Figure 1. The metal 4 layer.
Bar = 20 µm. Supply wires on this layer in gray.
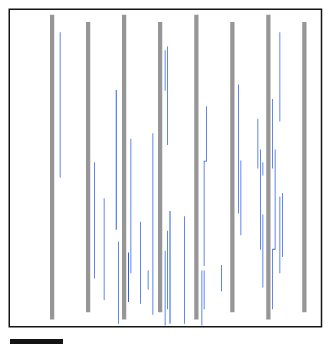
Figure 2. Routed clock nets over the placement.
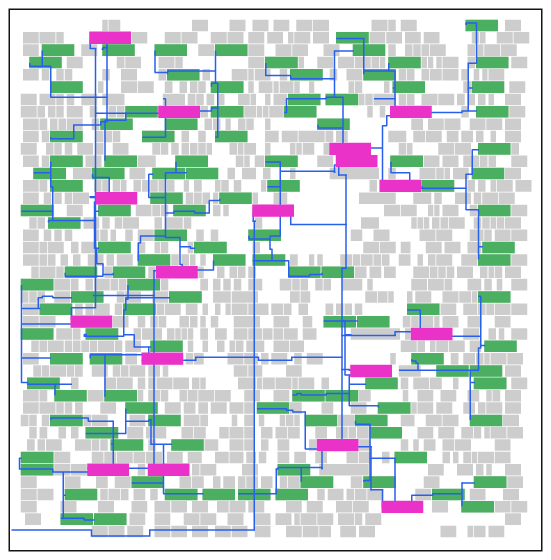
==> config.mk <==
export PLATFORM = sky130hd
export DESIGN_NAME = mem_access_flat
export DESIGN_NICKNAME = d
export VERILOG_FILES = /design/src/rtl/mem_access_if.sv /design/src/rtl/mem_access.sv /design/src/flat_wrapper.sv
export SDC_FILE = /design/constraint.sdc
export NUM_CORES = 1
export LEC_CHECK = 0
export CAP_MARGIN = 10
export CORE_AREA = 2 2 115 117
export CTS_CLUSTER_SIZE = 12
export DETAILED_ROUTE_END_ITERATION = 8
export DIE_AREA = 0 0 117 119
export GPL_TIMING_DRIVEN = 0
export PLACE_DENSITY = 0.82
export SYNTH_ARGS = -nofsm -noshare
export SYNTH_HDL_FRONTEND = slang
export SYNTH_SLANG_ARGS = --single-unit
==> constraint.sdc <==
create_clock -name clk_i -period 5 [get_ports clk_i]
set_input_delay 0.5 -clock clk_i [delete_from_list [all_inputs] [get_ports clk_i]]
set_output_delay 0.5 -clock clk_i [all_outputs]
set_load 0.005 [all_outputs]
==> run notes <==
Results of an implementation run.

The xor/xnor cell area share of the yosys netlist is 0.006224. The proportion of cell area occupied by multi-input gates is 0.3199. The layout report lists the multi-input gate area as 2877 µm². Yosys reports a chip area of 5629 µm². The library cell used most frequently in the layout, excluding fill and tap cells, is sky130_fd_sc_hd__clkdlybuf4s50_1.

The filler cell count is 1076. By instance count, the cell type seen most on the critical path is sky130_fd_sc_hd__clkbuf_1. The mean area per synthesized cell is 8.377 µm².

The count of cell types in the netlist is 56. The maximum achievable frequency is 322.7 MHz. The largest fanout on the critical path is 10. The total overflow reported by the global router is 0. The count of flip-flops with a built-in enable after synthesis is 0. According to the I/O placement log, the pin count is 258. The final routed wire length divided by cell count is 19.69 µm.

The placer congestion estimate is 0.9600. The final number of max-transition violations is 0. The count of plain and timing-repair buffers is 321. The cell type with the largest total area after synthesis is sky130_fd_sc_hd__dfxtp_1.

The internal power is 2.103 mW. The flow ran to the end, and the final reports show no timing, DRC or antenna violations.
## Picture notes: Figure 1
wire length on this layer: 1030 µm
longest straight run: 68.0 µm
nets with wire on the layer: 28
main direction: vertical
share of all routed wire: 4.6%
total number of vias: 6592
final routed wirelength across all metal layers: 22300 µm

## Picture notes: Figure 2
legend:
  green:
    item: flip-flops
    count: 119
  magenta:
    item: clock drivers
    count: 17
  blue:
    item: clock wires
    length: 1600 µm
flops lie: spread over the die
later-pin clock latency in the skew report: 420 ps
clock network power consumption: 1.26 mW
part of the power in the clock network: 0.443
skew final: 5.275 ps

[power groups by stage]
stage / logic, mW / registers, mW / clock network (mW)
floorplan: 0.228 / 1.05 / 0
global placement: 0.534 / 1.05 / 0
detailed placement: 0.537 / 1.05 / 0
CTS: 0.542 / 1.03 / 1.26
global route: 0.588 / 1.04 / 1.32
finish: 0.547 / 1.03 / 1.26
[Yosys cell counts (4+ instances only)]
cell type,count
sky130_fd_sc_hd__xor2_1,4
sky130_fd_sc_hd__o21ai_0,28
sky130_fd_sc_hd__clkbuf_1,35
sky130_fd_sc_hd__nand2_1,47
sky130_fd_sc_hd__o21ai_1,68
sky130_fd_sc_hd__a311oi_1,5
sky130_fd_sc_hd__buf_2,20
sky130_fd_sc_hd__nand4_1,11
sky130_fd_sc_hd__o211ai_1,43
sky130_fd_sc_hd__mux2i_1,15
sky130_fd_sc_hd__a221o_1,15
sky130_fd_sc_hd__a21oi_2,6
sky130_fd_sc_hd__a21oi_1,96
sky130_fd_sc_hd__a211oi_1,13
sky130_fd_sc_hd__a22o_1,7
sky130_fd_sc_hd__buf_4,6
sky130_fd_sc_hd__buf_6,6
sky130_fd_sc_hd__dfxtp_1,119
sky130_fd_sc_hd__nor2_1,15
sky130_fd_sc_hd__nand3_1,60
sky130_fd_sc_hd__inv_1,5
[worst max-delay path, delay by kind of cell (launching register included)]
kind / cells / cell delay [ps]
buffers and inverters: 4 / 1560
flip-flops: 1 / 430
AND/OR/NAND/NOR: 1 / 190
[per-stage QoR]
stage	instances	setup slack [ps]
after floorplan	673	2937
after global placement	1102	2020
after detailed placement	1102	2023
after CTS	1133	1938
after global routing	1133	1788
final	1133	1901
[metal layers]
metal	wire length, µm	part of all wire
met5	0	0
met4	1025	0.046
met1	8331	0.37
met3	2492	0.11
met2	10460	0.47
No activity file was given, so power comes from the tool's default toggle rates.
